## config.mk

```make
export PLATFORM = sky130hd
export DESIGN_NAME = param_sync_fifo
export DESIGN_NICKNAME = d
export VERILOG_FILES = /design/src/rtl/param_sync_fifo.sv
export SDC_FILE = /design/constraint.sdc
export NUM_CORES = 1
export LEC_CHECK = 0
export CORE_ASPECT_RATIO = 1.5
export CORE_MARGIN = 5
export CORE_UTILIZATION = 43
export CTS_CLUSTER_SIZE = 24
export DETAILED_ROUTE_END_ITERATION = 6
export HOLD_SLACK_MARGIN = 0.05
export PLACE_DENSITY = 0.65
export SYNTH_ARGS = -nofsm -noshare
export SYNTH_HDL_FRONTEND = slang
export SYNTH_SLANG_ARGS = --single-unit
```

## constraint.sdc

```tcl
create_clock -name clk -period 3.97 [get_ports clk]
set_input_delay 0.794 -clock clk [delete_from_list [all_inputs] [get_ports clk]]
set_output_delay 0.794 -clock clk [all_outputs]
set_load 0.01 [all_outputs]
```

## src/rtl/param_sync_fifo.sv

```systemverilog
// Single-clock FIFO with a registered occupancy count, sticky overflow/underflow,
// and a choice of registered-read or first-word-fall-through output.
module param_sync_fifo #(
    parameter int DEPTH      = 8,
    parameter int DATA_WIDTH = 8,
    parameter int AF_LEVEL   = DEPTH - 2,
    parameter int AE_LEVEL   = 2,
    parameter int FWFT       = 0
) (
    input  logic                         clk,
    input  logic                         rst,
    input  logic                         w_en,
    input  logic                         r_en,
    input  logic [DATA_WIDTH-1:0]        data_in,
    output logic [DATA_WIDTH-1:0]        data_out,
    output logic                         full,
    output logic                         empty,
    output logic                         almost_full,
    output logic                         almost_empty,
    output logic [$clog2(DEPTH+1)-1:0]   level,
    output logic                         overflow,
    output logic                         underflow
);

    localparam int PW = $clog2(DEPTH);
    localparam int LW = $clog2(DEPTH + 1);
    localparam logic [PW-1:0] PTR_LAST = PW'(DEPTH - 1);

    logic [DATA_WIDTH-1:0] mem [DEPTH];
    logic [PW-1:0]         w_ptr;
    logic [PW-1:0]         r_ptr;
    logic                  rd_acc;
    logic                  wr_acc;

    // A write into a full FIFO is legal when a read frees a slot on the same edge.
    assign rd_acc = r_en && !empty;
    assign wr_acc = w_en && (!full || rd_acc);

    assign full         = (level == LW'(DEPTH));
    assign empty        = (level == '0);
    assign almost_full  = (level >= LW'(AF_LEVEL));
    assign almost_empty = (level <= LW'(AE_LEVEL));

    always_ff @(posedge clk) begin
        if (!rst && wr_acc) begin
            mem[w_ptr] <= data_in;
        end
    end

    // Explicit wrap so non-power-of-two depths work.
    always_ff @(posedge clk) begin
        if (rst) begin
            w_ptr <= '0;
            r_ptr <= '0;
        end else begin
            if (wr_acc) begin
                w_ptr <= (w_ptr == PTR_LAST) ? '0 : w_ptr + 1'b1;
            end
            if (rd_acc) begin
                r_ptr <= (r_ptr == PTR_LAST) ? '0 : r_ptr + 1'b1;
            end
        end
    end

    always_ff @(posedge clk) begin
        if (rst) begin
            level <= '0;
        end else if (wr_acc && !rd_acc) begin
            level <= level + 1'b1;
        end else if (rd_acc && !wr_acc) begin
            level <= level - 1'b1;
        end
    end

    always_ff @(posedge clk) begin
        if (rst) begin
            overflow  <= 1'b0;
            underflow <= 1'b0;
        end else begin
            if (w_en && !wr_acc) begin
                overflow <= 1'b1;
            end
            if (r_en && !rd_acc) begin
                underflow <= 1'b1;
            end
        end
    end

    generate
        if (FWFT != 0) begin : g_fwft
            assign data_out = empty ? '0 : mem[r_ptr];
        end else begin : g_reg
            always_ff @(posedge clk) begin
                if (rst) begin
                    data_out <= '0;
                end else if (rd_acc) begin
                    data_out <= mem[r_ptr];
                end
            end
        end
    endgenerate

endmodule
```

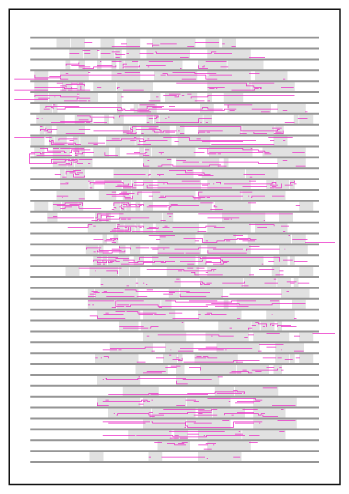
run_1/met1.png
Drawn at 4 px/um. Supply wires on this layer in gray.
- share of all routed wire: 40%
- main direction: horizontal
- longest straight run: 23.5 um
- nets with wire on the layer: 253
- wire length on this layer: 2,590 um
met1 global-route usage: 18.3%
routed wire length: 6440 um
Vias: 1,863

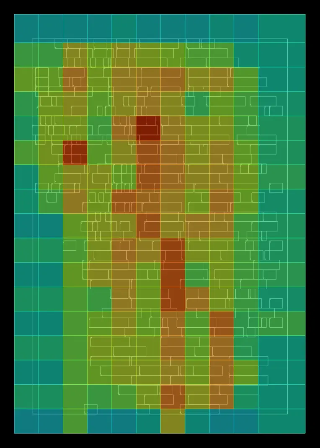
run_1/final_congestion.png
Avg WL per Cell: 18.0 um
met2 Track Usage GR: 24.3%
gr usage total: 15.0%

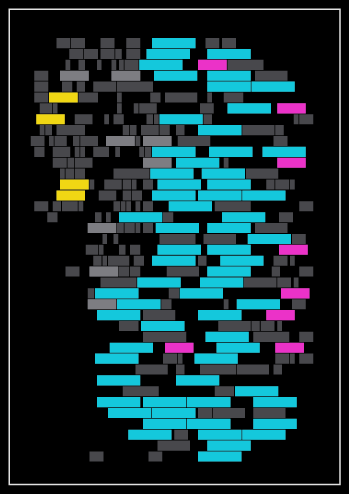
run_1/registers.png
Drawn at 4 px/um.
- cyan: `mem` (placed flops 64)
- yellow: `level` (placed flops 4)
- magenta: `data_out` (placed flops 8)

==> run notes, run 1 <==
run metrics: status=finished clean, met3 GRT Util=4.11%, worst setup path start=r_en, r2r setup slk=1060 ps, Max Clock Skew=4.96 ps, die height=118 um, Top Layer Used=met4, largest area contributor in the netlist=edfxtp_1, RSZ-0062 raised after global routing=false, met2 wire len=3500 um, pre-CTS setup slack=691 ps, Met1 Wirelength=2590 um, PnR worst setup slack=1050 ps, synthesized flop and latch total=84, bufs w/o clock=43, hold path depth=2, vias in the first global route=1,940, Yosys Chip Area=0.00337 mm^2, largest class=sequential cells, Non-clock inverters=4, worst path bufs/invs=3, worst hold slack=470 ps, fin nets=271, post-layout util=54.3%, fin cells=358, fraction of area in multi-input gates=23.8%, # H-tree levels=3, # Max-Cap Violations=0, fin crit share=73.6%, CP Launch Type=input port, final setup violating endpoints=0, EDFF count, synth=64, initial antenna violation count=0, Synth area leaders=edfxtp_1 (57%), dfxtp_1 (12%), mux4_2 (11%), ha_1 (2.6%), nor2_1 (2.6%), leak pwr=1.42 nW, I/O Buffers=29, max FFs per register=64, hold path startpoint=underflow, asr flop ratio synth=0%, Reg power frac=43.0%, DRT antenna net count=0, commonest cells after routing, fill and taps aside=edfxtp_1 (64), clkdlybuf4s50_1 (29), nor2_1 (23), dfxtp_1 (20), mux4_2 (16), Root Driver=clkbuf_16, maximum fanout along the worst path=5, fin area=0.00416 mm^2, R2R Path End=level[3], Post-DP Area=0.00385 mm^2, Post-CTS Hold Buffers=0, Sequential Power=1.09 mW, diode count=0, Synth Seq Share=68.9%, clkbuf count=15, Switching Share=25.8%, measured slew at the worst slew-check pin=873 ps, DIE WIDTH=82.3 um
==> run 2: changes to the inputs <==
clock period = 2.85 ns   (was 3.97 ns; I/O delays follow)
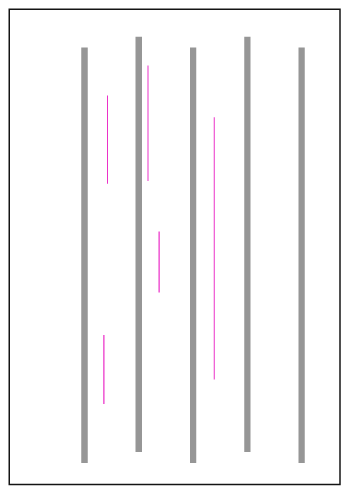
run_2/met4.png
Drawn at 4 px/um. Supply wires on this layer in gray.
- share of all routed wire: 2.3%
- wire length on this layer: 148 um
routed wire length: 6440 um
Vias: 1,914

==> run notes, run 2 <==
run metrics: fin area=0.00421 mm^2, worst hold slack=473 ps, Core Region=0.00766 mm^2, met2 wire len=3490 um, fin crit share=89.9%, commonest cells after routing, fill and taps aside=edfxtp_1 (64), clkdlybuf4s50_1 (29), buf_4 (25), nor2_1 (23), dfxtp_1 (20), Area leader share=57.0%, fraction of layout cells with a size suffix above 1=25.5%, Avg WL per Cell=17.5 um, leak pwr=1.45 nW, clkbuf count=14, Yosys Chip Area=0.00337 mm^2, measured slew at the worst slew-check pin=467 ps, Syn Area/Cell=16.3 um^2, met3 GRT Util=3.58%, R2R Path End=level[3], synthesized flop and latch total=84, Synth Seq Share=68.9%, largest area contributor in the netlist=edfxtp_1, max FFs per register=64, Met1 Wirelength=2630 um, post-layout util=55.0%, post_cts resized=0, worst path bufs/invs=2, worst reg-to-reg path cell count=10, met1 global-route usage=17.7%, fin cells=369, EDFF count, synth=64, hold path startpoint=underflow, Synth area leaders=edfxtp_1 (57%), dfxtp_1 (12%), mux4_2 (11%), ha_1 (2.6%), nor2_1 (2.6%), status=finished clean, Reg power frac=41.8%, maximum fanout along the worst path=4, hold path depth=2, placed cells=353, Worst Hold Class=reg2reg, final setup violating endpoints=0, # H-tree levels=3, initial antenna violation count=0, met2 Track Usage GR=24.3%, Post-DP Area=0.00393 mm^2, r2r setup slk=290 ps, I/O Buffers=29, DRT antenna net count=0, fraction of area in multi-input gates=23.5%, CP Launch Type=flip-flop, largest class=sequential cells, Switching Share=26.2%, row count=39, asr flop ratio synth=0%, Non-clock inverters=4, RSZ-0062 raised after global routing=false, bufs w/o clock=54, cell-internal power=2.60 mW, gr usage total=14.9%, worst setup path start=level[3], Sequential Power=1.47 mW, diode count=0, vias in the first global route=1,984, fin nets=282, Root Driver=clkbuf_16, cells along the critical path=or4b_4 > o21ai_4 > inv_2 > ha_1 > inv_1 > ha_1 > a21oi_1 > a211oi_1 > a31oi_1 > mux2_1, Post-CTS Hold Buffers=0, # Max-Cap Violations=0, PnR worst setup slack=287 ps, Top Layer Used=met4, DIE WIDTH=82.3 um, pre-CTS setup slack=33.7 ps, Max Clock Skew=3.40 ps, die height=118 um, Ports=30
==> run 3: changes to the inputs <==
CTS_BUF_LIST = sky130_fd_sc_hd__clkbuf_4   (was unset)
SKIP_CTS_REPAIR_TIMING = 1   (was unset)
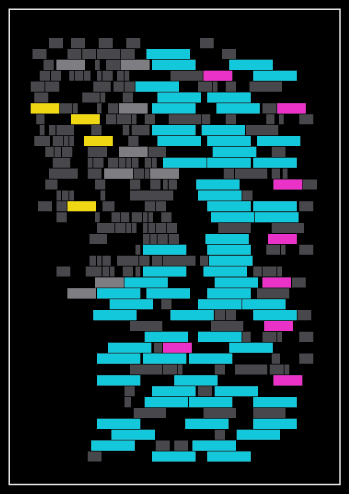
run_3/registers.png
Drawn at 4 px/um.
- yellow: `level` (placed flops 4; where top left)
- magenta: `data_out` (placed flops 8)
- cyan: `mem` (placed flops 64)
- not colored: 8
post-layout util: 53.2%
Sequential Power: 1.47 mW
Sequential Area: 0.00232 mm^2

==> run notes, run 3 <==
run metrics: flop count=84, leak pwr=1.40 nW, Syn Area/Cell=16.3 um^2, largest area contributor in the netlist=edfxtp_1, clkbuf count=14, gr usage total=14.7%, yosys simple share=9.35%, Top Layer Used=met4, cells along the critical path=or4b_4 > o21ai_4 > inv_2 > ha_1 > inv_1 > ha_1 > a21oi_1 > a211oi_1 > a31oi_1 > mux2_1, bufs w/o clock=54, main flop type=edfxtp_1, max FFs per register=64, commonest cells after routing, fill and taps aside=edfxtp_1 (64), clkdlybuf4s50_1 (29), buf_4 (25), nor2_1 (23), dfxtp_1 (20), Top Registers=mem (64), data_out (8), level (4), Post-Synthesis Net Count=227, Worst Hold Class=reg2reg, clock power share=21.7%, measured slew at the worst slew-check pin=460 ps, Area leader share=57.0%, synthesized flop and latch total=84, Root Driver=clkbuf_4, met2 Track Usage GR=24.1%, Final min period=2570 ps, fin area=0.00407 mm^2, fin crit share=90.3%, R2R Path End=level[3], Reg power frac=47.4%, fin cells=369, Non-clock inverters=4, vias in the first global route=1,962, status=finished clean, Core Region=0.00766 mm^2, met1 global-route usage=17.9%, hold path startpoint=r_ptr[1], diode count=0, # H-tree levels=3, Yosys Chip Area=0.00337 mm^2, initial antenna violation count=0, hold path depth=2, EDFF count, synth=64, Initial Util=44.0%, asr flop ratio synth=0%, r2r setup slk=280 ps, switching power=0.864 mW, met2 wire len=3500 um, pre-CTS setup slack=33.7 ps, Synth Seq Share=68.9%, Avg WL per Cell=17.5 um, Switching Share=27.9%, worst hold slack=483 ps, final setup violating endpoints=0, DRT antenna net count=0, Crit path arrival time=2880 ps, Met1 Wirelength=2580 um, fraction of layout cells with a size suffix above 1=27.3%, Tap Count=102, row count=39, PnR worst setup slack=277 ps, placed cells=353, total negative slack=0 ps, die height=118 um, worst reg-to-reg path cell count=10, Vias=1,923, Ports=30, routed wire length=6450 um, met3 GRT Util=2.89%, Max Clock Skew=9.58 ps, largest class=sequential cells, worst setup path start=level[3], maximum fanout along the worst path=4, cell-internal power=2.23 mW, DIE WIDTH=82.3 um, Synth area leaders=edfxtp_1 (57%), dfxtp_1 (12%), mux4_2 (11%), ha_1 (2.6%), nor2_1 (2.6%), RSZ-0062 raised after global routing=false, # Max-Cap Violations=0, I/O Buffers=29, Post-DP Area=0.00393 mm^2, global placement routability congestion=0.786

==> notes/layouts.md <==
Pictures saved along the way, in no particular order.

Metal layers overlaid.
Drawn at 4 px/um. Two of the layers only.
image #1
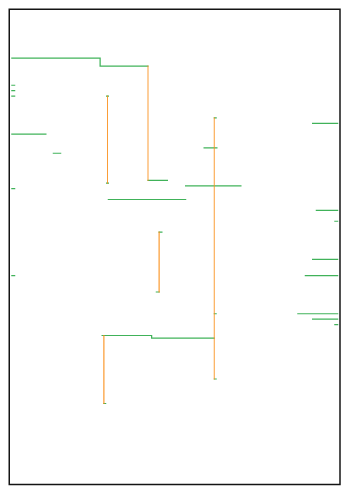
image #2
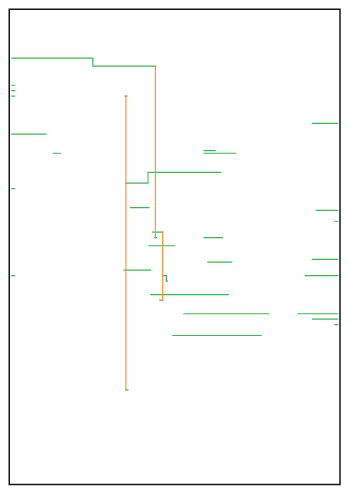
image #2: run 3
image #1: run 2

Key to image #1:
- orange: met4 (wire length 148 um)
- green: met3 (wire length 165 um)

Power and IR drop assume default switching activity.
